Figure 1. Where the registers sit (run 1).
Drawn at 3 px/um. Other sequential cells in the stronger gray, the rest of the logic in the fainter gray.
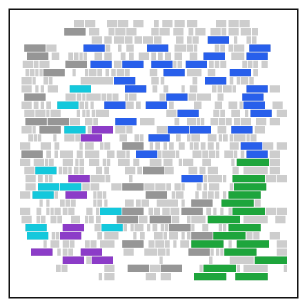
Figure 2. Clock network drawn from the DEF (run 1).
Drawn at 3 px/um.
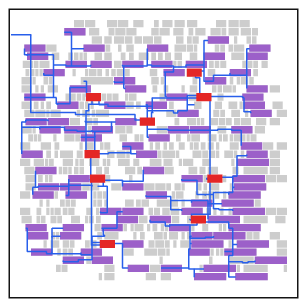
Figure 3. Cells colored by class (run 1).
Drawn at 3 px/um.
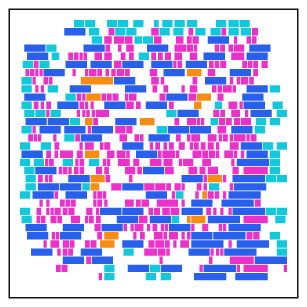
Figure 4. Placement view (run 1).
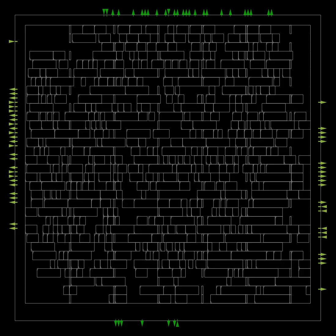
**src/rtl/frame_feed_ctrl.sv**
```systemverilog
// Streams pixels into a ping-pong source buffer, dispatches full banks to the inference
// engine and queues its results. Define FRAME_FEED_WDOG_EN to enable the engine watchdog.
module frame_feed_ctrl #(
  parameter int PIX_W     = 8,
  parameter int FRAME_W   = 32,
  parameter int FRAME_H   = 32,
  parameter int ADDR_W    = $clog2(FRAME_W * FRAME_H),
  parameter int RES_W     = 4,
  parameter int RES_DEPTH = 4,
  parameter int WDOG_CYC  = 65536
) (
  input  logic              clk,
  input  logic              rst,
  input  logic              s_valid,
  input  logic [PIX_W-1:0]  s_data,
  input  logic              s_last,
  output logic              s_ready,
  output logic              buf_we,
  output logic [ADDR_W:0]   buf_wa,
  output logic [PIX_W-1:0]  buf_wd,
  output logic              eng_bank,
  output logic              go,
  input  logic              ready,
  input  logic [RES_W-1:0]  digit,
  output logic              r_valid,
  output logic [RES_W:0]    r_data,
  input  logic              r_ready,
  output logic [31:0]       frame_cnt,
  output logic              len_err,
  output logic              wdog_err
);

  localparam int N   = FRAME_W * FRAME_H;
  localparam int PW  = $clog2(RES_DEPTH);
  localparam int PW1 = PW + 1;
  localparam logic [ADDR_W-1:0] LAST_PIX   = ADDR_W'(N - 1);
  localparam logic [PW:0]       DEPTH_FULL = PW1'(RES_DEPTH);
  localparam logic [PW:0]       DEPTH_LAST = PW1'(RES_DEPTH - 1);

  typedef enum logic {E_IDLE = 1'b0, E_WAIT = 1'b1} eng_state_t;

  eng_state_t          r_state;
  logic [1:0]          r_full;
  logic                r_fill_bank;
  logic [ADDR_W-1:0]   r_pix_cnt;
  logic                r_eng_bank;
  logic                r_go;
  logic                r_buf_we;
  logic [ADDR_W:0]     r_buf_wa;
  logic [PIX_W-1:0]    r_buf_wd;
  logic [31:0]         r_frame_cnt;
  logic                r_len_err;
  logic [RES_W:0]      r_mem [RES_DEPTH];
  logic [PW-1:0]       r_wp;
  logic [PW-1:0]       r_rp;
  logic [PW:0]         r_fifo_cnt;

  logic                w_s_ready;
  logic                w_acc;
  logic                w_at_last;
  logic                w_close;
  logic                w_pop;
  logic                w_wdog_exp;
  logic                w_done;
  logic                w_space_idle;
  logic                w_chain;
  logic [RES_W:0]      w_res_data;
  logic [1:0]          w_full_set;
  logic [1:0]          w_full_clr;

  assign w_s_ready    = !rst && !r_full[r_fill_bank];
  assign w_acc        = s_valid && w_s_ready;
  assign w_at_last    = (r_pix_cnt == LAST_PIX);
  assign w_close      = w_acc && (w_at_last || s_last);
  assign w_pop        = r_ready && (r_fifo_cnt != '0);
  assign w_done       = (r_state == E_WAIT) && (ready || w_wdog_exp);
  assign w_space_idle = (r_fifo_cnt < DEPTH_FULL) || w_pop;
  // Retiring one bank while the other is already full restarts the engine without an idle cycle
  assign w_chain      = r_full[~r_eng_bank] && ((r_fifo_cnt < DEPTH_LAST) || w_pop);
  assign w_full_set   = w_close ? {r_fill_bank, ~r_fill_bank} : 2'b00;
  assign w_full_clr   = w_done  ? {r_eng_bank, ~r_eng_bank}   : 2'b00;

`ifdef FRAME_FEED_WDOG_EN
  localparam int WW = $clog2(WDOG_CYC) + 1;
  localparam logic [WW-1:0] WDOG_LAST = WW'(WDOG_CYC - 1);

  logic [WW-1:0] r_wdog_cnt;
  logic          r_wdog_err;

  // A ready arriving on the expiry cycle takes priority over the timeout result
  assign w_wdog_exp = (r_state == E_WAIT) && !ready && (r_wdog_cnt == WDOG_LAST);
  assign w_res_data = ready ? {1'b0, digit} : {1'b1, {RES_W{1'b1}}};
  assign wdog_err   = r_wdog_err;

  // Watchdog: counts cycles of each dispatched frame, sticky error on expiry
  always_ff @(posedge clk) begin
    if (rst) begin
      r_wdog_cnt <= '0;
      r_wdog_err <= 1'b0;
    end else begin
      if (r_state != E_WAIT || w_done) r_wdog_cnt <= '0;
      else r_wdog_cnt <= r_wdog_cnt + WW'(1);
      if (w_wdog_exp) r_wdog_err <= 1'b1;
    end
  end
`else
  assign w_wdog_exp = 1'b0;
  assign w_res_data = {1'b0, digit};
  assign wdog_err   = 1'b0;
`endif

  // Fill side: registered buffer write port, pixel counter and bank toggle
  always_ff @(posedge clk) begin
    if (rst) begin
      r_fill_bank <= 1'b0;
      r_pix_cnt   <= '0;
      r_buf_we    <= 1'b0;
      r_buf_wa    <= '0;
      r_buf_wd    <= '0;
      r_len_err   <= 1'b0;
    end else begin
      r_buf_we <= w_acc;
      if (w_acc) begin
        r_buf_wa <= {r_fill_bank, r_pix_cnt};
        r_buf_wd <= s_data;
      end
      if (w_close) begin
        r_fill_bank <= ~r_fill_bank;
        r_pix_cnt   <= '0;
      end else if (w_acc) begin
        r_pix_cnt <= r_pix_cnt + ADDR_W'(1);
      end
      if (w_acc && (s_last != w_at_last)) r_len_err <= 1'b1;
    end
  end

  // Bank occupancy: fill and engine always touch different banks, so both apply
  always_ff @(posedge clk) begin
    if (rst) r_full <= 2'b00;
    else r_full <= (r_full & ~w_full_clr) | w_full_set;
  end

  // Engine dispatch FSM: start a full bank when the result FIFO has room, retire on result
  always_ff @(posedge clk) begin
    if (rst) begin
      r_state     <= E_IDLE;
      r_eng_bank  <= 1'b0;
      r_go        <= 1'b0;
      r_frame_cnt <= 32'd0;
    end else begin
      r_go <= 1'b0;
      case (r_state)
        E_IDLE: begin
          if (r_full[r_eng_bank] && w_space_idle) begin
            r_go    <= 1'b1;
            r_state <= E_WAIT;
          end else begin
            r_state <= E_IDLE;
          end
        end
        E_WAIT: begin
          if (w_done) begin
            r_eng_bank  <= ~r_eng_bank;
            r_frame_cnt <= r_frame_cnt + 32'd1;
            if (w_chain) begin
              r_go    <= 1'b1;
              r_state <= E_WAIT;
            end else begin
              r_state <= E_IDLE;
            end
          end else begin
            r_state <= E_WAIT;
          end
        end
        default: r_state <= E_IDLE;
      endcase
    end
  end

  // Show-ahead result FIFO
  always_ff @(posedge clk) begin
    if (rst) begin
      for (int i = 0; i < RES_DEPTH; i++) r_mem[i] <= '0;
      r_wp       <= '0;
      r_rp       <= '0;
      r_fifo_cnt <= '0;
    end else begin
      if (w_done) begin
        r_mem[r_wp] <= w_res_data;
        r_wp        <= r_wp + PW'(1);
      end
      if (w_pop) r_rp <= r_rp + PW'(1);
      case ({w_done, w_pop})
        2'b10:   r_fifo_cnt <= r_fifo_cnt + PW1'(1);
        2'b01:   r_fifo_cnt <= r_fifo_cnt - PW1'(1);
        default: r_fifo_cnt <= r_fifo_cnt;
      endcase
    end
  end

  assign s_ready   = w_s_ready;
  assign buf_we    = r_buf_we;
  assign buf_wa    = r_buf_wa;
  assign buf_wd    = r_buf_wd;
  assign eng_bank  = r_eng_bank;
  assign go        = r_go;
  assign r_valid   = (r_fifo_cnt != '0);
  assign r_data    = r_mem[r_rp];
  assign frame_cnt = r_frame_cnt;
  assign len_err   = r_len_err;

endmodule
```
**config.mk**
```make
export PLATFORM = sky130hd
export DESIGN_NAME = frame_feed_ctrl
export DESIGN_NICKNAME = d
export VERILOG_FILES = /design/src/rtl/frame_feed_ctrl.sv
export SDC_FILE = /design/constraint.sdc
export NUM_CORES = 1
export LEC_CHECK = 0
export CAP_MARGIN = 0
export CORE_MARGIN = 3
export CORE_UTILIZATION = 51
export CTS_CLUSTER_DIAMETER = 50
export DETAILED_ROUTE_END_ITERATION = 16
export PLACE_DENSITY = 0.76
export SKIP_LAST_GASP = 1
export SLEW_MARGIN = 0
export SYNTH_ARGS = -nofsm -noshare
export SYNTH_HDL_FRONTEND = slang
export SYNTH_SLANG_ARGS = --single-unit
```
**constraint.sdc**
```tcl
create_clock -name clk -period 3.2 [get_ports clk]
set_clock_uncertainty 0.05 [all_clocks]
set_input_delay 0.64 -clock clk [delete_from_list [all_inputs] [get_ports clk]]
set_output_delay 0.64 -clock clk [all_outputs]
set_load 0.005 [all_outputs]
```
==> results.yml, run 1 <==
# implementation run metrics
outcome:
  status: "finished, final reports clean"
power:
  ir_drop_mv: 0.246
  clkPwrFrac_pct: 36.2
  switching_share_pct: 22.7
logic_synthesis:
  yosys.area_share.adder_pct: 1.71
  synth_flops: 94
  async_reset_ff_share_pct: 0
  top_cell: "dfxtp_1"
  topCellsByArea: "dfxtp_1 (38%), edfxtp_1 (12%), a21oi_1 (6.6%)"
  synthTopCellsByCount: "dfxtp_1 (78), nand2_1 (64), a21oi_1 (54)"
  ys_top_logic_family: "simple AND/OR/NAND/NOR gates"
  synth_seq_share_pct: 49.8
  ff_type: "dfxtp_1"
  ys_sh_mux_pct: 3.51
  ys_cells: 449
  edf_count: 16
  synth_xor_xnor_area_share_pct: 4.06
setup_path:
  slowest_delay_ps: 550
  crit_family: "buffers and inverters"
  worst_setup_path_start_kind: "flip-flop"
  criticalPathCategory: "reg -> out"
  cp_cell_sequence: "mux2_1, nor2_1, clkdlybuf4s50_1"
  critPathMaxFanout: 6
timing:
  min_period_ps: 2550
  slew_headroom_pct: 50.4
  rsz0062_at_grt: "false"
  setup_violations: 0
  hold_viol: 0
flow_run:
  cap_violations: 0
  warnings: 26
routing:
  routed-wl-met3_um: 477
  via_per_inst: 5.44
  met2_length_um: 4330
  dr.pass1.iters: 4
  drc: 0
  final_antenna_net_count: 0
  wire_per_inst_um: 14.2
die:
  die_w_um: 95.7
  num_io_pins: 81
grt:
  grtUsageTotal_pct: 20.3
  grt_max_degree: 30
  grt_antenna_before_repair: 0
  grt_pass1_wl_um: 14700
  grt_overflow: 0
  grt_pass1_vias: 3233
clock_network:
  holdBufCountCts: 0
  cts_setup_buffers: 0
  clockBufferDepth: 2
  numCtsBuffers: 9
  clock-sinks: 94
  tritoncts: "done"
  clockRootBuffer: "clkbuf_8"
  cts_max_level: 3
cells_and_area:
  final_layout_top_logic_cells: "dfxtp_1 (78), clkdlybuf4s50_1 (77), nand2_1 (64), a21oi_1 (54), nor2_1 (34)"
  syn_to_final_growth_pct: 24.8
  seq_area_um2: 2040
  fin_nets: 544
  antenna_cells: 0
placed_design:
  hpwlAfterDp_um: 6410
About Figure 1:
r_pix_cnt: in purple, sequential cells 10. r_mem: in green, sequential cells 16, where bottom right. frame_cnt: in blue, sequential cells 32. buf_wa: in cyan, sequential cells 11.
fraction of area in registers: 39.9%
Sequential Power: 1240 uW
Final Util: 65.9%

About Figure 2:
cells driving clock nets: in red, count 9. clock wires: in blue, length 1,040 um. flip-flops: in purple, count 94.
There are 10 routed clock nets. Position of the flops: spread over the die.
Clk. pwr: 788 uW
worst skew pair latency: 350 ps

About Figure 3:
flops: in blue, cells 94, share of their area 41%. other buffers and delay cells: in cyan, cells 85, share of their area 17%. clock drivers and dummy loads: in orange, cells 16, share of their area 4.0%. all other logic: in magenta, cells 331, share of their area 38%.
# rows: 32
core area: 7770 um^2

About Figure 4:
flop count: 94
Fillers: 645
Non-Filler Instances: 628
TAP cells: 102

[run 1: routing by layer]
layer / global-route usage (%) / vias up
met5: 0 / -
met4: 7.35 / 0
met3: 5.21 / 14
met2: 34.2 / 76
met1: 25.1 / 1610
li1: - / 1718
[run 1: state kept, by name (all words and copies together), names as in the netlist, named ones only]
register / cells
r_pix_cnt: 10
eng_bank: 1
buf_we: 1
buf_wa: 11
r_mem: 16
go: 1
r_state: 1
r_fill_bank: 1
r_rp: 2
frame_cnt: 32
buf_wd: 8
r_wp: 2
len_err: 1
r_fifo_cnt: 3
r_full: 2
[run 1: worst paths after layout]
kind | start | endpoint | slack, ps | cells after the start
min reg2reg | buf_wd[1]$_SDFFE_PP0P_ | buf_wd[1]$_SDFFE_PP0P_ | 410 | 2
min | buf_wd[1]$_SDFFE_PP0P_ | buf_wd[1]$_SDFFE_PP0P_ | 410 | 2
max reg2reg | r_pix_cnt[3]$_SDFFE_PP0P_ | r_full[0]$_SDFF_PP0_ | 1050 | 8
max | r_fill_bank$_SDFFE_PP0P_ | s_ready | 650 | 3
[run 1: area by class of cell]
cell class,count,area share (%)
timing repair buffer,85,16.2
inverter,21,1.54
clock inverter,5,1.15
multi-input combinational,310,36.0
sequential,94,39.9
clock buffer,11,2.76
tap,102,2.49
[run 1: metrics by stage]
stage	worst slack (ps)	total power (uW)
finish	648	2170
global route	567	2250
CTS	637	2190
detailed placement	375	1420
global placement	466	1410
floorplan	605	1340
[run 1: power groups by stage]
stage / clock [uW] / combinational, uW / sequential [uW]
final: 788 / 145 / 1240
after global routing: 847 / 160 / 1250
after CTS: 800 / 147 / 1240
after detailed placement: 0 / 146 / 1270
after global placement: 0 / 142 / 1270
after floorplan: 0 / 80.8 / 1260
--- run 2 (diff from run 1) ---
--- a/config.mk
+++ b/config.mk
@@ -7,10 +7,10 @@
 export LEC_CHECK = 0
 export CAP_MARGIN = 0
 export CORE_MARGIN = 3
-export CORE_UTILIZATION = 51
+export CORE_UTILIZATION = 46
 export CTS_CLUSTER_DIAMETER = 50
 export DETAILED_ROUTE_END_ITERATION = 16
-export PLACE_DENSITY = 0.76
+export PLACE_DENSITY = 0.72
 export SKIP_LAST_GASP = 1
 export SLEW_MARGIN = 0
 export SYNTH_ARGS = -nofsm -noshare
==> constraint.sdc (replaced) <==
create_clock -name clk -period 2.2 [get_ports clk]
set_clock_uncertainty 0.05 [all_clocks]
set_input_delay 0.44 -clock clk [delete_from_list [all_inputs] [get_ports clk]]
set_output_delay 0.44 -clock clk [all_outputs]
set_load 0.005 [all_outputs]
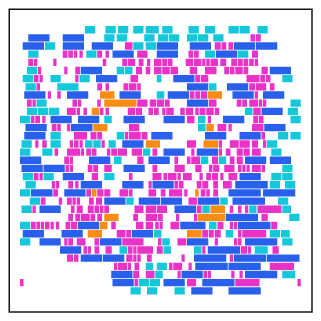
Figure 5: run 2, cells colored by class.
Drawn at 3 px/um.
other buffers and delay cells: in cyan, cells 108, share of their area 20%. all other logic: in magenta, cells 331, share of their area 37%. clock drivers and dummy loads: in orange, cells 16, share of their area 4.0%. flops: in blue, cells 94, share of their area 39%.
final instance area: 5330 um^2
core area: 8420 um^2
# rows: 33

==> results.yml, run 2 <==
# implementation run metrics
routing:
  dr.pass1.iters: 4
  final_antenna_net_count: 0
  wire_per_inst_um: 14.1
timing:
  rsz0062_at_grt: "false"
  setup_violations: 0
  hold_viol: 0
setup_path:
  criticalPathCategory: "reg -> out"
  reg2reg_setup_slack_ps: 180
  reg2reg_from: "r_pix_cnt[3]$_SDFFE_PP0P_"
  r2r_end: "r_fill_bank$_SDFFE_PP0P_"
  cp.depth: 3
  crit_family: "multiplexers"
  worst_setup_path_start_kind: "flip-flop"
  worstRegToRegCells: 9
  cp_cell_sequence: "buf_4, mux4_2, dlygate4sd2_1"
cells_and_area:
  fin_nets: 567
  seq_area_um2: 2050
  largest_register_ffs: 32
  syn_to_final_growth_pct: 30.0
  final_layout_top_logic_cells: "dfxtp_1 (77), clkdlybuf4s50_1 (72), nand2_1 (64), a21oi_1 (54), nor2_1 (33)"
  final_util_pct: 63.3
  fillCellCount: 717
clock_network:
  clockRootBuffer: "clkbuf_8"
  numCtsBuffers: 9
  clock-sinks: 94
  clockBufferDepth: 2
  clk_latency_ps: 350
  cts_max_level: 3
  tritoncts: "done"
logic_synthesis:
  ys_top_logic_family: "simple AND/OR/NAND/NOR gates"
  async_reset_ff_share_pct: 0
  topCellsByArea: "dfxtp_1 (38%), edfxtp_1 (12%), a21oi_1 (6.6%)"
  ys_cells: 449
  top_cell: "dfxtp_1"
  synth_flops: 94
  ff_type: "dfxtp_1"
  yosys.area_share.adder_pct: 1.71
hold_path:
  holdPathStages: 2
  holdPathEnd: "eng_bank$_SDFFE_PP0P_"
  hp-start: "rst"
die:
  die_w_um: 100
  num_io_pins: 81
power:
  power_uw: 3230
grt:
  grtUsageTotal_pct: 18.6
  grt_pass1_vias: 3282
  grt_overflow: 0
  grt_pass1_wl_um: 15300
flow_run:
  cap_violations: 0
outcome:
  status: "finished, final reports clean"
-- run 2: routing by layer --
| layer | GRT usage, % | wire [um] | share of wire [%] |
|---|---|---|---|
| met5 | 0 | 0 | 0 |
| met4 | 4.87 | 62 | 0.67 |
| met3 | 4.79 | 510 | 5.5 |
| met2 | 31.2 | 4470 | 49 |
| met1 | 23.8 | 4170 | 45 |
-- run 2: power breakdown --
part           leakage [uW]  internal, uW  switching [uW]
logic              0.000969           127             110
clock network     0.0000967           593             597
registers          0.000796          1780            24.3
-- run 2: what timing repair did --
| action | in CTS | in global routing |
|---|---|---|
| hold buffers | 0 | 0 |
| resized | 6 | 3 |
| endpoints found under the hold margin | 0 | 0 |
| setup endpoints to repair | 5 | 3 |
| setup buffers | 1 | 0 |
-- run 2: metrics by stage --
stage / worst slack, ps / setup TNS [ps] / cell area (um^2) / hold slack (ps)
finish: 105 / 0 / 5330 / 358
global route: 34.2 / 0 / 5330 / 355
CTS: -10.9 / -10.9 / 5320 / 353
detailed placement: -208 / -1230 / 5100 / 399
global placement: -169 / -642 / 5100 / 392
floorplan: 10.6 / 0 / 4130 / 400
-- run 2: area by class of cell --
| type | instances | area share [%] |
|---|---|---|
| Timing Repair Buffer | 108 | 19.1 |
| Sequential cell | 94 | 38.4 |
| Inverter | 21 | 1.48 |
| Multi-Input combinational cell | 310 | 34.6 |
| Clock inverter | 5 | 1.08 |
| Clock buffer | 11 | 2.86 |
| Tap cell | 105 | 2.47 |
No activity file was given, so power comes from the tool's default toggle rates.
